Fig. 1: run 1, placed standard cells
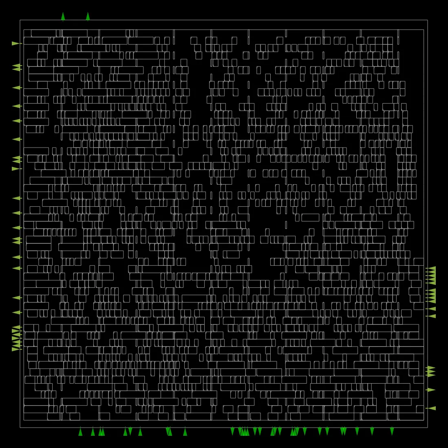
Fig. 2: run 1, routed clock nets over the placement
The bar under the picture is 50 um long.
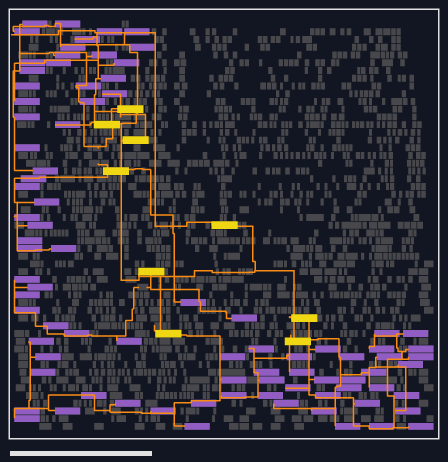
Fig. 3: run 1, metal layers overlaid
Two of the layers only.
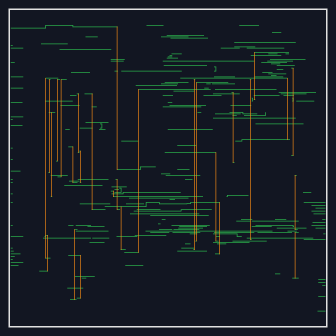
Fig. 4: run 1, floorplan with the power grid
The bar under the picture is 50 um long. Pins as bars on the die edge.
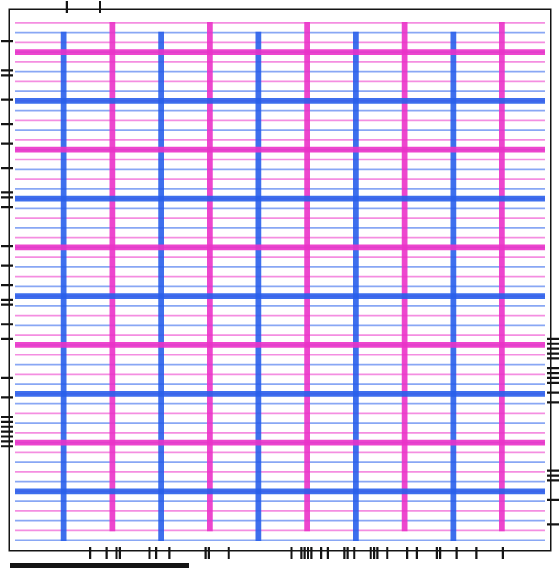
`config.mk`:
```
export PLATFORM = sky130hd
export DESIGN_NAME = dp_scale_accum
export DESIGN_NICKNAME = d
export VERILOG_FILES = /design/src/rtl/dp_scale_accum.sv
export SDC_FILE = /design/constraint.sdc
export NUM_CORES = 1
export LEC_CHECK = 0
export ABC_AREA = 1
export CAP_MARGIN = 20
export CORE_MARGIN = 1
export CORE_UTILIZATION = 43
export DETAILED_ROUTE_END_ITERATION = 7
export GPL_TIMING_DRIVEN = 0
export HOLD_SLACK_MARGIN = 0.15
export PLACE_DENSITY_LB_ADDON = 0.05
export SYNTH_ARGS = -nofsm -noshare
export SYNTH_HDL_FRONTEND = slang
export SYNTH_SLANG_ARGS = --single-unit
```
`constraint.sdc`:
```
create_clock -name i_clk -period 8.6 [get_ports i_clk]
set_clock_uncertainty 0.05 [all_clocks]
set_input_delay 1.29 -clock i_clk [delete_from_list [all_inputs] [get_ports i_clk]]
set_output_delay 1.29 -clock i_clk [all_outputs]
set_load 0.01 [all_outputs]
```
`src/rtl/dp_scale_accum.sv`:
```
// dp_scale_accum: accumulates N_TILES block-scaled partial dot products
// (value * 2^scale) into one normalised (acc, scale) result, presented to the
// next stage behind a valid/ready handshake.
//
// Handshake semantics (both sides): a transfer happens on a rising clock edge
// where valid and ready are both high. o_ready and o_valid are decoded from the
// FSM state only, so neither depends combinationally on i_valid or i_ready.
// The input side also requires i_clear low for a beat to be accepted.
module dp_scale_accum #(
  parameter int IN_WIDTH    = 18,
  parameter int SCALE_WIDTH = 8,
  parameter int ACC_WIDTH   = 32,
  parameter int N_TILES     = 4
) (
  input  logic                   i_clk,
  input  logic                   i_rst_n,
  input  logic [IN_WIDTH-1:0]    i_dp,
  input  logic [SCALE_WIDTH-1:0] i_scale,
  input  logic                   i_valid,
  output logic                   o_ready,
  input  logic                   i_clear,
  output logic [ACC_WIDTH-1:0]   o_acc,
  output logic [SCALE_WIDTH-1:0] o_scale,
  output logic                   o_ovf,
  output logic                   o_valid,
  input  logic                   i_ready,
  output logic                   o_dbg_state
);

  localparam int CNT_W = (N_TILES > 1) ? $clog2(N_TILES) : 1;
  localparam logic [CNT_W-1:0] CNT_LAST = CNT_W'(N_TILES - 1);

  localparam logic signed [SCALE_WIDTH-1:0] SCALE_MAX = {1'b0, {(SCALE_WIDTH-1){1'b1}}};
  localparam logic signed [ACC_WIDTH-1:0]   ACC_MAX   = {1'b0, {(ACC_WIDTH-1){1'b1}}};
  localparam logic signed [ACC_WIDTH-1:0]   ACC_MIN   = {1'b1, {(ACC_WIDTH-1){1'b0}}};

  typedef enum logic {
    S_ACC = 1'b0,
    S_OUT = 1'b1
  } state_t;

  state_t state;
  state_t state_nxt;

  logic [CNT_W-1:0]              cnt;
  logic signed [ACC_WIDTH-1:0]   acc_q;
  logic signed [SCALE_WIDTH-1:0] scale_q;
  logic                          ovf_q;

  logic accept;
  logic last_beat;

  // Aligned-add datapath signals
  logic signed [ACC_WIDTH-1:0]   dp_ext;
  logic signed [SCALE_WIDTH:0]   d;
  logic [SCALE_WIDTH:0]          sh_amt;
  logic                          sh_big;
  logic signed [ACC_WIDTH-1:0]   small_op;
  logic signed [ACC_WIDTH-1:0]   big_op;
  logic signed [ACC_WIDTH-1:0]   shifted;
  logic signed [SCALE_WIDTH-1:0] res_scale;
  logic signed [ACC_WIDTH:0]     sum;
  logic                          sum_ovf;
  logic signed [ACC_WIDTH-1:0]   add_acc;
  logic signed [SCALE_WIDTH-1:0] add_scale;
  logic                          add_sat;

  // Next accumulator contents for an accepted beat
  logic signed [ACC_WIDTH-1:0]   acc_nxt;
  logic signed [SCALE_WIDTH-1:0] scale_nxt;
  logic                          ovf_nxt;

  assign accept    = i_valid & (state == S_ACC) & ~i_clear;
  assign last_beat = (cnt == CNT_LAST);

  // FSM state register
  always_ff @(posedge i_clk or negedge i_rst_n) begin
    if (!i_rst_n) begin
      state <= S_ACC;
    end else begin
      state <= state_nxt;
    end
  end

  // FSM next state: leave S_ACC on the final beat, leave S_OUT on handshake
  always_comb begin
    state_nxt = state;
    case (state)
      S_ACC:   if (accept && last_beat) state_nxt = S_OUT;
      S_OUT:   if (i_ready) state_nxt = S_ACC;
      default: state_nxt = S_ACC;
    endcase
  end

  // FSM outputs decoded from state only
  always_comb begin
    o_ready     = (state == S_ACC);
    o_valid     = (state == S_OUT);
    o_dbg_state = state;
  end

  // Aligned add: shift the smaller-scale operand, sum, renormalise or saturate
  always_comb begin
    dp_ext = {{(ACC_WIDTH-IN_WIDTH){i_dp[IN_WIDTH-1]}}, i_dp};
    d      = $signed({i_scale[SCALE_WIDTH-1], i_scale}) - $signed({scale_q[SCALE_WIDTH-1], scale_q});
    sh_amt = d[SCALE_WIDTH] ? $unsigned(-d) : $unsigned(d);
    sh_big = ({{(31-SCALE_WIDTH){1'b0}}, sh_amt} >= 32'(ACC_WIDTH));

    // Negative d means the incoming beat has the smaller scale
    if (d[SCALE_WIDTH]) begin
      small_op  = dp_ext;
      big_op    = acc_q;
      res_scale = scale_q;
    end else begin
      small_op  = acc_q;
      big_op    = dp_ext;
      res_scale = i_scale;
    end

    // Oversized shifts collapse to the sign of the operand
    if (sh_big) begin
      shifted = {ACC_WIDTH{small_op[ACC_WIDTH-1]}};
    end else begin
      shifted = small_op >>> sh_amt;
    end

    sum     = {shifted[ACC_WIDTH-1], shifted} + {big_op[ACC_WIDTH-1], big_op};
    sum_ovf = sum[ACC_WIDTH] ^ sum[ACC_WIDTH-1];

    add_acc   = sum[ACC_WIDTH-1:0];
    add_scale = res_scale;
    add_sat   = 1'b0;
    if (sum_ovf) begin
      if (res_scale == SCALE_MAX) begin
        // Exponent cannot grow any further: clamp the mantissa instead
        add_acc = sum[ACC_WIDTH] ? ACC_MIN : ACC_MAX;
        add_sat = 1'b1;
      end else begin
        add_acc   = sum[ACC_WIDTH:1];
        add_scale = res_scale + SCALE_WIDTH'(1);
      end
    end
  end

  // First beat of a group loads, later beats accumulate
  always_comb begin
    if (cnt == '0) begin
      acc_nxt   = dp_ext;
      scale_nxt = i_scale;
      ovf_nxt   = 1'b0;
    end else begin
      acc_nxt   = add_acc;
      scale_nxt = add_scale;
      ovf_nxt   = ovf_q | add_sat;
    end
  end

  // Beat counter and running accumulator; i_clear discards the partial group
  always_ff @(posedge i_clk or negedge i_rst_n) begin
    if (!i_rst_n) begin
      cnt     <= '0;
      acc_q   <= '0;
      scale_q <= '0;
      ovf_q   <= 1'b0;
    end else if (state == S_ACC) begin
      if (i_clear) begin
        cnt <= '0;
      end else if (i_valid) begin
        acc_q   <= acc_nxt;
        scale_q <= scale_nxt;
        ovf_q   <= ovf_nxt;
        cnt     <= last_beat ? '0 : cnt + CNT_W'(1);
      end
    end
  end

  // Result registers change only when a group completes, so they hold under backpressure
  always_ff @(posedge i_clk or negedge i_rst_n) begin
    if (!i_rst_n) begin
      o_acc   <= '0;
      o_scale <= '0;
      o_ovf   <= 1'b0;
    end else if (accept && last_beat) begin
      o_acc   <= acc_nxt;
      o_scale <= scale_nxt;
      o_ovf   <= ovf_nxt;
    end
  end

endmodule

```
==> CHANGELOG.md, run 1 <==
### Implementation results

* Ys async rst share at 1.00
* Top cell excl fill/tap: sky130_fd_sc_hd__nand2_1
* Delay of the slowest critical-path stage at between 0.4 and 0.5 ns
* Global-route layer with the greatest usage: met2
* Global-route wire length before repair at around 56000 um
* Predominant post-synthesis flop cell: sky130_fd_sc_hd__dfrtp_1
* Largest fanout on the critical path at 10
* Number of maximum-capacitance violations at 0
* OpenROAD warning count at 27
* # H-tree levels at 3
* Worst slew margin relative to its limit at 0.425
* Synth-to-Final Area Change at 15.8%
* Top area contributor share at 0.224
* Part of the cycle the worst path needs at 0.943
* Clock input transition at the sequential cells of the worst setup and hold paths at about 0.08 ns
* Number of inserted diodes at 0
* Met2 Use GR at 0.532
* DR vias/cell at around 5.7
* Proportion of layout cells with a drive suffix above 1 at 0.0639
* Number of sinks on the clock net at around 85
* Library cell with the largest summed area after synthesis: sky130_fd_sc_hd__dfrtp_1
* Post-detail-place hpwl at around 30000 um
* Number of rows in the core area at ~53
* Number of distinct library cell variants in the gate-level netlist after synthesis at 48
* Number of input and output port buffers inserted at 74
* Remaining routing DRC violations at 0
* Gr ovfl total at 0
* Number of setup violations in the final report at 0
* Register area share after synthesis at 0.224
* Synth cell count leaders: 526 x sky130_fd_sc_hd__nand2_1, 233 x sky130_fd_sc_hd__nand3_1, 120 x sky130_fd_sc_hd__inv_1, 102 x sky130_fd_sc_hd__o21ai_0
* Maximum count of clock buffers along a single path at 2
* Antenna Violating Nets Remaining at 0
* Sequential cell area at roughly 0.0021 mm^2
* Yosys Warn Count at 0
* Mean area per synthesized cell at approximately 6.0 um^2
* Post-synth tally of flip-flops with integrated enable at 0
* Yosys reg bits at around 85
* Most frequently used cell type in the post-synthesis netlist: sky130_fd_sc_hd__nand2_1
* Number of DRC violations after detailed-routing iteration 0 at 996
* CTS root buffer: sky130_fd_sc_hd__clkbuf_16
* Final GP Congestion at between 0.9 and 1
* Yosys chip area at between 0.009 and 0.01 mm^2
* Global-route total usage across every layer at 0.331
* Count of endpoints failing hold in the final timing report at 0
* Fp util at 0.445
* Measured slew at the worst slew-check pin at ~0.86 ns
* Startpoint class of the critical path: input port
* Ys cells at around 1.6k
* Outcome: finished, final reports clean
* Standard cell with the maximum stage delay on the critical path: sky130_fd_sc_hd__fa_1
* Worst EP arrival at between 8 and 9 ns
* Tightest Hold Check Type: reg2reg
* Final Routed Wirelength at around 37000 um
* Highest clock rate at 123 MHz
* Met3 Usage GRT at 0.0312
* Worst path required time at roughly 9 ns
* Standard cell area after detailed placement at roughly 0.011 mm^2
* Kind of end point of the critical path: register
* Slew Limit Fails at 0
* Post-route standard cell area excluding fillers at around 0.011 mm^2
* Number of detailed-route iterations in the first pass at 6
* WL/cell at around 19 um
* PnR worst setup slack at slightly below 0.5 ns
* Cell area leaders: sky130_fd_sc_hd__dfrtp_1 22%, sky130_fd_sc_hd__nand2_1 21%, sky130_fd_sc_hd__nand3_1 12%, sky130_fd_sc_hd__ha_1 5.9%, sky130_fd_sc_hd__o21ai_0 5.4%
* Comb gate area at 0.00645 mm^2
* Antenna violations before repair at 0
* Overall chip area at 0.0226 mm^2
* Crit Path Class: in2reg
* Via count of the first global-routing pass at ~10k
* Minimum clock period at between 8 and 9 ns
* Met1 usage at 0.459
* Final Net Count at 1748
* Boundary Pins at 75
* Number of nets at floorplan at 1661
* Mapped Cells at between 1.5k and 2k
* Total number of vias at 11.1k
* Largest net degree at the start of global routing at approximately 66
* Setup slack at placement at -0.637 ns
* Clock tree from TritonCTS: yes
* Synthesized area at between 0.009 and 0.01 mm^2
Back to the opening pictures, Fig. 1:
fill cell count: 2329
final core utilization: 0.515
number of flip-flops and latches: 85

Back to the opening pictures, Fig. 2:
[flip-flops] purple | count: 85
[cells driving clock nets] yellow | count: 9
[clock wires] orange | length: 1590 um
routed clock nets: 10
flops lie: widely spread
clock latency on the worst-skew pair: 0.36 ns

Back to the opening pictures, Fig. 3:
| layer | colour | wire length |
|---|---|---|
| met3 | green | 2180 um |
| met4 | orange | 1100 um |

Back to the opening pictures, Fig. 4:
| net | colour |
|---|---|
| VSS | blue |
| VDD | magenta |
met1 rails: 54
rows: 53
met5 straps: 10
signal pins: 75
met4 straps: 10
DIE WIDTH: 150 um
core footprint: 0.0213 mm^2
die y size: 150 um

[run 1: metal layers]
layer / share of wire / vias up / wire length [um]
met2: 0.45 / 420 / 16700
met4: 0.030 / 0 / 1100
met1: 0.46 / 5161 / 16900
li1: - / 5455 / -
met5: 0 / - / 0
met3: 0.059 / 60 / 2180
[run 1: sequential cells by signal (all words and copies together) (netlist names)]
register     cells
o_acc           32
o_ovf            1
o_dbg_state      1
scale_q          8
cnt              2
acc_q           32
o_scale          8
ovf_q            1
[run 1: timing repair]
| action | 4_1_cts | 5_1_grt |
|---|---|---|
| setup buffers | 0 | 1 |
| resized | 4 | 30 |
| setup endpoints to repair | 32 | 79 |
| hold buffers | 0 | 0 |
| pin swaps | 0 | 1 |
[run 1: cell families (layout without fill, tap and decap cells)]
kind of cell / count (synthesis) / after routing / share of synthesized area
buf+inv: 221 / 313 / 0.101
simple gates: 935 / 935 / 0.432
fa+ha+maj: 47 / 47 / 0.0636
xor+xnor: 33 / 33 / 0.0313
flops: 85 / 85 / 0.224
compound gates: 262 / 262 / 0.148
[run 1: cell type report]
type | count | share of cell area
plain buffers | 92 | 0.0439
multi-input cells | 1277 | 0.588
flip-flops and latches | 85 | 0.194
clock buffers | 9 | 0.0205
repair buffers | 76 | 0.0705
inverters | 129 | 0.0446
well taps | 275 | 0.0314
clock inverters | 7 | 0.00673
[run 1: path summary, 6_finish.rpt]
check                                       startpoint                endpoint  slack [ns]  cells past startpoint
worst max-delay path                        i_scale[0]    o_acc[4]$_DFFE_PN0P_        0.49                     42
worst min-delay path            o_scale[5]$_DFFE_PN0P_  o_scale[5]$_DFFE_PN0P_        0.43                      2
worst max register to register  scale_q[0]$_DFFE_PN0P_    o_acc[4]$_DFFE_PN0P_        1.55                     40
worst min register to register  o_scale[5]$_DFFE_PN0P_  o_scale[5]$_DFFE_PN0P_        0.43                      2
max in group asynchronous                      i_rst_n   acc_q[22]$_DFFE_PN0P_        7.08                      2
min in group asynchronous                      i_rst_n    o_acc[6]$_DFFE_PN0P_        0.75                      1
[run 1: metrics by stage]
step	hold WS, ns	setup TNS, ns	cells	util
6_report	0.434	0	1950	0.515
5_1_grt	0.453	-0.0559	1950	0.515
4_1_cts	0.434	0	1949	0.512
3_5_place_dp	0.414	-28.38	1933	0.497
3_3_place_gp	0.415	-31.06	1932	0.496
2_1_floorplan	0.399	0	1583	-
[run 1: critical path, delay by kind of cell]
family          cells  cell delay, ns
compound gates      7            1.42
fa+ha+maj           4            1.35
simple gates       20            2.57
xor+xnor            1            0.17
buf+inv            10            1.44
--- run 2 (diff from run 1) ---
--- a/config.mk
+++ b/config.mk
@@ -6,6 +6,7 @@
 export NUM_CORES = 1
 export LEC_CHECK = 0
 export ABC_AREA = 1
+export ABC_CLOCK_PERIOD_IN_PS = 8600
 export CAP_MARGIN = 20
 export CORE_MARGIN = 1
 export CORE_UTILIZATION = 43
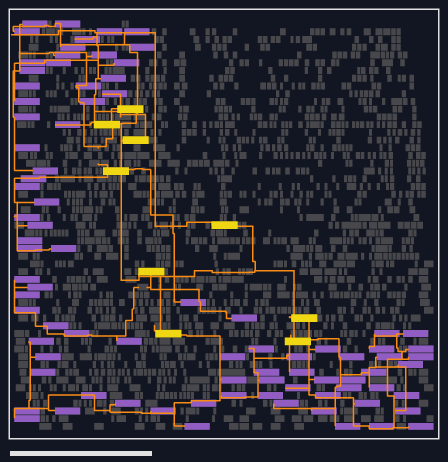
Fig. 5. Routed clock nets over the placement (run 2).
The bar under the picture is 50 um long.
[clock wires] orange | length: 1590 um
[flip-flops] purple | count: 85
[cells driving clock nets] yellow | count: 9
flops lie: widely spread

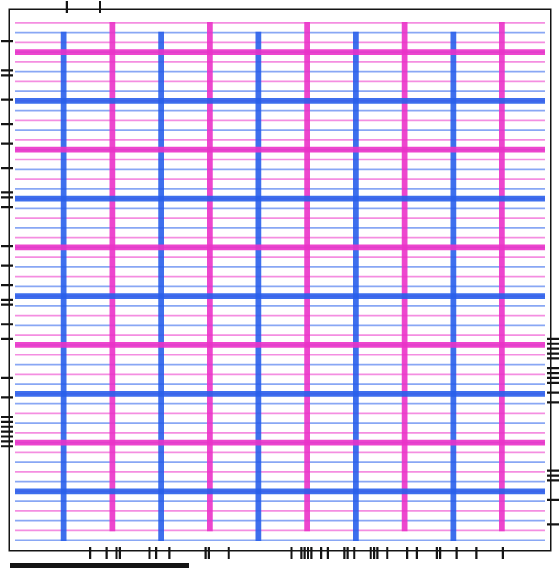
Fig. 6. Floorplan with the power grid (run 2).
The bar under the picture is 50 um long. Pins as bars on the die edge.

==> run 2 against run 1 <==
  * Global-route usage stayed put
  * Sequential cell count stayed put
  * Critical path depth stayed put
  * Synthesized cell count stayed put
  * Hold slack stayed put
  * Final cell count stayed put
  * Synthesized area stayed put
==> CHANGELOG.md, run 2 <==
### Implementation results

* Most frequently used cell type in the post-synthesis netlist: sky130_fd_sc_hd__nand2_1 (unchanged)
* Final core utilization at 0.515 (unchanged)
* Clock input transition at the sequential cells of the worst setup and hold paths at 0.08 ns (about the same)
* Global-route wire length before repair at 56500 um (unchanged)
* Mapped Cells at 1583 (unchanged)
* Count of endpoints failing hold in the final timing report at 0 (unchanged)
* # H-tree levels at 3 (unchanged)
* Largest fanout on the critical path at 10 (unchanged)
* Fp util at 0.445 (unchanged)
* Standard cell with the maximum stage delay on the critical path: sky130_fd_sc_hd__fa_1 (unchanged)
* Number of nets at floorplan at 1661 (unchanged)
* Antenna Violating Nets Remaining at 0 (unchanged)
* Number of rows in the core area at 53 (unchanged)
* Number of inserted diodes at 0 (unchanged)
* WL/cell at 18.9 um (unchanged)
* Yosys chip area at 0.00948 mm^2 (unchanged)
* Number of instances in the placed design at 1933 (unchanged)
* Via count of the first global-routing pass at 10.2k (unchanged)
* Clock tree from TritonCTS: yes (unchanged)
* Cell area leaders: sky130_fd_sc_hd__dfrtp_1 22%, sky130_fd_sc_hd__nand2_1 21%, sky130_fd_sc_hd__nand3_1 12%, sky130_fd_sc_hd__ha_1 5.9%, sky130_fd_sc_hd__o21ai_0 5.4% (unchanged)
* DR vias/cell at 5.69 (unchanged)
* Synth-to-Final Area Change at 15.8% (unchanged)
* Worst EP arrival at 8.28 ns (about the same)
* Number of distinct library cell variants in the gate-level netlist after synthesis at 48 (unchanged)
* Slew Limit Fails at 0 (unchanged)
* OpenROAD warning count at 27 (unchanged)
* Crit Path Class: in2reg (unchanged)
* Startpoint of the worst hold path: o_scale[5]$_DFFE_PN0P_ (unchanged)
* CTS root buffer: sky130_fd_sc_hd__clkbuf_16 (unchanged)
* Boundary Pins at 75 (unchanged)
* Top flop regs: acc_q: 32 flops, o_acc: 32 flops (unchanged)
* Proportion of layout cells with a drive suffix above 1 at 0.0639 (unchanged)
* Minimum clock period at 8.11 ns (unchanged)
* Yosys Warn Count at 0 (unchanged)
* Number of detailed-route iterations in the first pass at 6 (unchanged)
* Synthesized area at 0.00948 mm^2 (unchanged)
* Kind of end point of the critical path: register (unchanged)
* Yosys reg bits at 85 (unchanged)
* Reg-to-reg startpoint: scale_q[0]$_DFFE_PN0P_ (unchanged)
* Remaining routing DRC violations at 0 (unchanged)
* Finished Layout Cells at 1950 (unchanged)
* Number of DRC violations after detailed-routing iteration 0 at 996 (unchanged)
* Post-detail-place hpwl at 29800 um (unchanged)
* Overall chip area at 0.0226 mm^2 (unchanged)
* Outcome: finished, final reports clean (unchanged)
* Register area share after synthesis at 0.224 (unchanged)
* Largest net degree at the start of global routing at 66 (unchanged)
* Final Net Count at 1748 (unchanged)
* Top delay family on crit path: simple AND/OR/NAND/NOR gates (unchanged)
* Top cell excl fill/tap: sky130_fd_sc_hd__nand2_1 (unchanged)
* Buffers & Inverters on Critical Path at 10 (unchanged)
* Die y size at 150 um (unchanged)
* Number of input and output port buffers inserted at 74 (unchanged)
* Ys async rst share at 1.00 (unchanged)
* Top area contributor share at 0.224 (unchanged)
* Number of maximum-capacitance violations at 0 (unchanged)
* Core footprint at 0.0213 mm^2 (unchanged)
* Worst path required time at 8.77 ns (about the same)
* Number of sinks on the clock net at 85 (unchanged)
* Stages on worst setup path at 42 (unchanged)
* Clock latency on the worst-skew pair at 0.36 ns (about the same)
* Final-layout worst hold slack at 0.434 ns (unchanged)
* Highest clock rate at 123 MHz (unchanged)
* Total negative setup slack at 0 ns (unchanged)
* Library cell with the largest summed area after synthesis: sky130_fd_sc_hd__dfrtp_1 (unchanged)
* Measured slew at the worst slew-check pin at 0.859 ns (unchanged)
* Maximum count of clock buffers along a single path at 2 (unchanged)
* Post-synth tally of flip-flops with integrated enable at 0 (unchanged)
* Mean area per synthesized cell at 5.99 um^2 (unchanged)
* Worst hold stages at 2 (unchanged)
* Final GP Congestion at 0.996 (unchanged)
==> run 2: cell counts after synthesis <==
No cell type changed its count.
==> run 2: what timing repair did <==
item | 4_1_cts | 5_1_grt
gates resized | 4 | 30
endpoints found under the setup margin | 32 | 79
pin swaps | 0 | 1
cloned | 0 | 0
hold buffers | 0 | 0
buffers inserted | 0 | 1
==> run 2: metrics by stage <==
step	worst slack [ns]	instance area, um^2
after global routing	-0.0115	11000
after CTS	0.00741	10900
after detailed placement	-0.637	10600
after global placement	-0.670	10600
after floorplan	1.59	9480
final	0.492	11000
==> run 2: worst min-delay path: cells and delay by family, from the launching register on <==
kind / cells / cell delay [ns]
simple gates: 2 / 0.11
flops: 1 / 0.35
==> run 2: cell type report <==
class / count / area (um^2)
Buffer: 92 / 482
Fill cell: 2329 / 10300
Inverter: 129 / 489
Sequential cell: 85 / 2130
Multi-Input combinational cell: 1277 / 6450
Tap cell: 275 / 344
Clock inverter: 7 / 73.8
Clock buffer: 9 / 225
Timing Repair Buffer: 76 / 773
==> run 2: path summary, 6_finish.rpt <==
kind | to | slack, ns
min in group asynchronous | o_acc[6]$_DFFE_PN0P_ | 0.75
max in group asynchronous | acc_q[22]$_DFFE_PN0P_ | 7.08
setup / recovery | o_acc[4]$_DFFE_PN0P_ | 0.49
setup reg to reg | o_acc[4]$_DFFE_PN0P_ | 1.55
hold reg to reg | o_scale[5]$_DFFE_PN0P_ | 0.43
hold / removal | o_scale[5]$_DFFE_PN0P_ | 0.43
==> run 2: cell families (layout without fill, tap and decap cells) <==
kind of cell | count (synthesis) | count (layout) | share of synthesized area
DFF | 85 | 85 | 0.224
xor gates and xnor gates | 33 | 33 | 0.0313
AOI/OAI and AO/OA | 262 | 262 | 0.148
buffers and inverters | 221 | 313 | 0.101
and+or+nand+nor | 935 | 935 | 0.432
adders and majority gates | 47 | 47 | 0.0636
==> run 2: routing by layer <==
layer,vias up,global-route usage,part of all wire
met3,60,0.0312,0.059
met4,0,0.118,0.030
met2,420,0.532,0.45
met5,-,0,0
li1,5455,-,-
met1,5161,0.459,0.46
--- run 3 (diff from run 2) ---
--- a/config.mk
+++ b/config.mk
@@ -14,6 +14,7 @@
 export GPL_TIMING_DRIVEN = 0
 export HOLD_SLACK_MARGIN = 0.15
 export PLACE_DENSITY_LB_ADDON = 0.05
+export REMOVE_ABC_BUFFERS = 1
 export SYNTH_ARGS = -nofsm -noshare
 export SYNTH_HDL_FRONTEND = slang
 export SYNTH_SLANG_ARGS = --single-unit
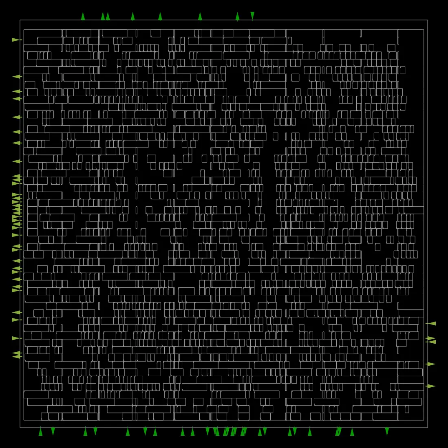
Fig. 7. Placed standard cells (run 3).
number of rows in the core area: 53
Finished Layout Cells: 1917
number of tap cells inserted: 275
fill cell count: 2230
sequential share of cell area: 0.187

==> run 3 against run 2 <==
  * Final area increased by 4.0%
  * Synthesized area unchanged
  * Global-route usage decreased by 3.6 points
  * Core utilization increased by 2.0 points
  * Routed wire length decreased by 7.5%
==> CHANGELOG.md, run 3 <==
### Implementation results

* Via count of the first global-routing pass at 9519 (was 10.2k)
* Number of inserted diodes at 0 (unchanged)
* Number of DRC violations after detailed-routing iteration 0 at 908 (was 996)
* Ys cells at 1583 (unchanged)
* Buffers & Inverters on Critical Path at 6 (was 10)
* Top area contributor share at 0.224 (unchanged)
* Gr ovfl total at 0 (unchanged)
* Worst slew margin relative to its limit at 0.356 (was 0.425)
* Measured slew at the worst slew-check pin at 0.965 ns (was 0.859 ns)
* Minimum clock period at 8.09 ns (was 8.11 ns)
* Mapped Cells at 1583 (unchanged)
* Clock tree from TritonCTS: yes (unchanged)
* Most frequently used cell type in the post-synthesis netlist: sky130_fd_sc_hd__nand2_1 (unchanged)
* Worst path required time at 8.84 ns (was 8.77 ns)
* Final Net Count at 1715 (was 1748)
* Largest net degree at the start of global routing at 97 (was 66)
* Final GP Congestion at 0.934 (was 0.996)
* Number of setup violations in the final report at 0 (unchanged)
* Synthesized area at 0.00948 mm^2 (unchanged)
* Top cell excl fill/tap: sky130_fd_sc_hd__nand2_1 (unchanged)
* Proportion of layout cells with a drive suffix above 1 at 0.0895 (was 0.0639)
* Worst EP arrival at 8.33 ns (was 8.28 ns)
* DR vias/cell at 5.66 (was 5.69)
* Antenna violations before repair at 0 (unchanged)
* Predominant post-synthesis flop cell: sky130_fd_sc_hd__dfrtp_1 (unchanged)
* # H-tree levels at 3 (unchanged)
* Yosys chip area at 0.00948 mm^2 (unchanged)
* Standard cell with the maximum stage delay on the critical path: sky130_fd_sc_hd__fa_1 (unchanged)
* Largest fanout on the critical path at 15 (was 10)
* Delay of the slowest critical-path stage at 0.42 ns (was 0.44 ns)
* Startpoint class of the critical path: input port (unchanged)
* Number of sinks on the clock net at 85 (unchanged)
* Most numerous logic cells after layout: 521 x sky130_fd_sc_hd__nand2_1, 224 x sky130_fd_sc_hd__nand3_1, 115 x sky130_fd_sc_hd__inv_1, 100 x sky130_fd_sc_hd__o21ai_0, 85 x sky130_fd_sc_hd__dfrtp_1 (was 526 x sky130_fd_sc_hd__nand2_1, 228 x sky130_fd_sc_hd__nand3_1, 119 x sky130_fd_sc_hd__inv_1, 96 x sky130_fd_sc_hd__o21ai_0, 85 x sky130_fd_sc_hd__dfrtp_1)
* OpenROAD warning count at 26 (was 27)
* Remaining routing DRC violations at 0 (unchanged)
* Boundary Pins at 75 (unchanged)
* Tightest Hold Check Type: reg2reg (unchanged)
* Maximum count of clock buffers along a single path at 2 (unchanged)
* Number of maximum-capacitance violations at 0 (unchanged)
* Fp util at 0.445 (unchanged)
* WL/cell at 17.8 um (was 18.9 um)
* CTS Buf Count at 9 (unchanged)
* DIE WIDTH at 150 um (unchanged)
* Number of detailed-route iterations in the first pass at 5 (was 6)
* Global-route total usage across every layer at 0.295 (was 0.331)
* Clock input transition at the sequential cells of the worst setup and hold paths at 0.07 ns (was 0.08 ns)
* Clock latency on the worst-skew pair at 0.36 ns (about the same)
* Final Routed Wirelength at 34100 um (was 36800 um)
* Post-detail-place hpwl at 23800 um (was 29800 um)
* Outcome: finished, final reports clean (unchanged)
* Top delay family on crit path: simple AND/OR/NAND/NOR gates (unchanged)
* CTS root buffer: sky130_fd_sc_hd__clkbuf_16 (unchanged)
* Die y size at 150 um (unchanged)
* Most repeated library cell on the critical path: sky130_fd_sc_hd__nand2_1
* Number of distinct library cell variants in the gate-level netlist after synthesis at 48 (unchanged)
* Final-layout worst hold slack at 0.427 ns (was 0.434 ns)
* Part of the cycle the worst path needs at 0.941 (was 0.943)
* Sequential cell area at 0.00213 mm^2 (unchanged)
* Count of hold-fix buffers inserted at cts at 0 (unchanged)
* Crit Path Class: in2reg (unchanged)
* Highest clock rate at 124 MHz (was 123 MHz)
* Register area share after synthesis at 0.224 (unchanged)
* Library cell with the largest summed area after synthesis: sky130_fd_sc_hd__dfrtp_1 (unchanged)
* Core footprint at 0.0213 mm^2 (unchanged)
* Top flop regs: acc_q: 32 flops, o_acc: 32 flops (unchanged)
* Kind of end point of the critical path: register (unchanged)
* Number of input and output port buffers inserted at 74 (unchanged)
* Overall chip area at 0.0226 mm^2 (unchanged)
* Ys async rst share at 1.00 (unchanged)
* Synth cell count leaders: 526 x sky130_fd_sc_hd__nand2_1, 233 x sky130_fd_sc_hd__nand3_1, 120 x sky130_fd_sc_hd__inv_1, 102 x sky130_fd_sc_hd__o21ai_0 (unchanged)
* Count of endpoints failing hold in the final timing report at 0 (unchanged)
* Antenna Violating Nets Remaining at 0 (unchanged)
* Total number of vias at 10.8k (was 11.1k)
* Cell area leaders: sky130_fd_sc_hd__dfrtp_1 22%, sky130_fd_sc_hd__nand2_1 21%, sky130_fd_sc_hd__nand3_1 12%, sky130_fd_sc_hd__ha_1 5.9%, sky130_fd_sc_hd__o21ai_0 5.4% (unchanged)
* Mean area per synthesized cell at 5.99 um^2 (unchanged)
* Synth-to-Final Area Change at 20.3% (was 15.8%)
* Global-route wire length before repair at 51400 um (was 56500 um)
* Slew Limit Fails at 0 (unchanged)
* Standard cell area after detailed placement at 0.0103 mm^2 (was 0.0106 mm^2)
* Comb gate area at 0.00678 mm^2 (was 0.00645 mm^2)
* Yosys Warn Count at 0 (unchanged)
* Yosys reg bits at 85 (unchanged)
* Post-synth tally of flip-flops with integrated enable at 0 (unchanged)
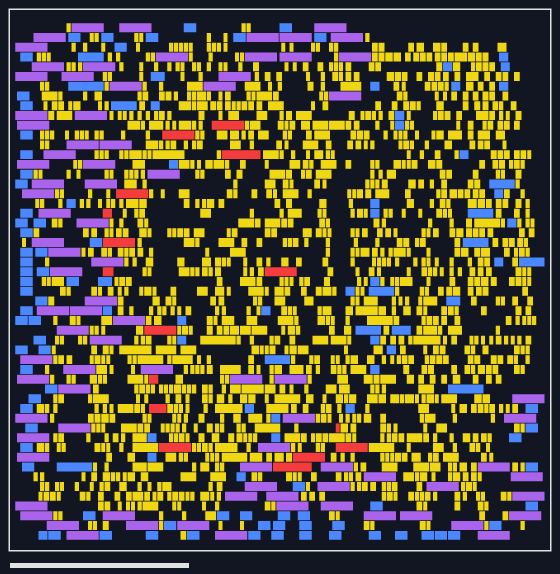
Fig. 8. Placement by cell class (run 3).
The bar under the picture is 50 um long.
| class | colour | cells | share of their area |
|---|---|---|---|
| other buffers and delay cells | blue | 123 | 12% |
| all other logic | yellow | 1418 | 66% |
| flip-flops | purple | 85 | 19% |
| clock drivers and dummy loads | red | 16 | 3.0% |
final core utilization: 0.536
post-route standard cell area excluding fillers: 0.0114 mm^2

run 3: cell count changes in the layout (fill, tap and decap cells not counted), moves of 8 or more:
cell / change
sky130_fd_sc_hd__buf_4: +26
sky130_fd_sc_hd__buf_1: -8
sky130_fd_sc_hd__buf_6: -8
sky130_fd_sc_hd__buf_12: +9
sky130_fd_sc_hd__clkbuf_1: -43
sky130_fd_sc_hd__buf_2: -16
run 3: through the flow:
| step | util | cells | setup slack (ns) | setup TNS, ns |
|---|---|---|---|---|
| 2_1_floorplan | - | 1491 | -0.137 | -4.36 |
| 3_3_place_gp | 0.474 | 1840 | -3.90 | -303.86 |
| 3_5_place_dp | 0.483 | 1849 | -2.77 | -207.96 |
| 4_1_cts | 0.515 | 1887 | 0.00443 | 0 |
| 5_1_grt | 0.536 | 1917 | -0.0541 | -0.237 |
| 6_report | 0.536 | 1917 | 0.506 | 0 |
run 3: area by class of cell:
cell class | instances | share of cell area
multi-input combinational | 1287 | 0.594
sequential | 85 | 0.187
timing repair buffer | 123 | 0.114
inverter | 129 | 0.0453
tap | 275 | 0.0302
clock buffer | 11 | 0.0213
clock inverter | 5 | 0.00735
timing repair inverter | 2 | 0.00132
run 3: cells by family (layout without fill, tap and decap cells):
family,after synthesis,in the layout,synth area share
AND/OR/NAND/NOR,935,945,0.432
flip-flops,85,85,0.224
XOR/XNOR,33,33,0.0313
AND-OR/OR-AND,262,262,0.148
buffers and inverters,221,270,0.101
adder cells (fa/ha/maj),47,47,0.0636
run 3: tightest hold or removal path, delay by kind of cell, from the launching register on:
| kind | cells | cell delay (ns) |
|---|---|---|
| flops | 1 | 0.34 |
| simple gates | 2 | 0.10 |
run 3: metal layers:
metal | global-route usage | up-vias | share of wire
li1 | - | 5394 | -
met1 | 0.424 | 5022 | 0.48
met2 | 0.458 | 377 | 0.44
met3 | 0.0506 | 51 | 0.066
met4 | 0.0621 | 0 | 0.020
met5 | 0 | - | 0
run 3: path summary, 6_finish.rpt:
kind	from	to	slack [ns]	cells after the start
worst max-delay path	i_scale[0]	acc_q[27]$_DFFE_PN0P_	0.51	43
worst min-delay path	o_scale[7]$_DFFE_PN0P_	o_scale[7]$_DFFE_PN0P_	0.43	2
worst max register to register	scale_q[0]$_DFFE_PN0P_	acc_q[27]$_DFFE_PN0P_	1.57	41
worst min register to register	o_scale[7]$_DFFE_PN0P_	o_scale[7]$_DFFE_PN0P_	0.43	2
max in group asynchronous	i_rst_n	acc_q[22]$_DFFE_PN0P_	7.03	2
min in group asynchronous	i_rst_n	o_scale[4]$_DFFE_PN0P_	0.82	1
run 3: timing repair:
| item | 4_1_cts | 5_1_grt |
|---|---|---|
| setup endpoints to repair | 80 | 80 |
| pin swaps | 5 | 17 |
| resized | 28 | 32 |
| cloned | 6 | 6 |
| setup buffers | 16 | 24 |
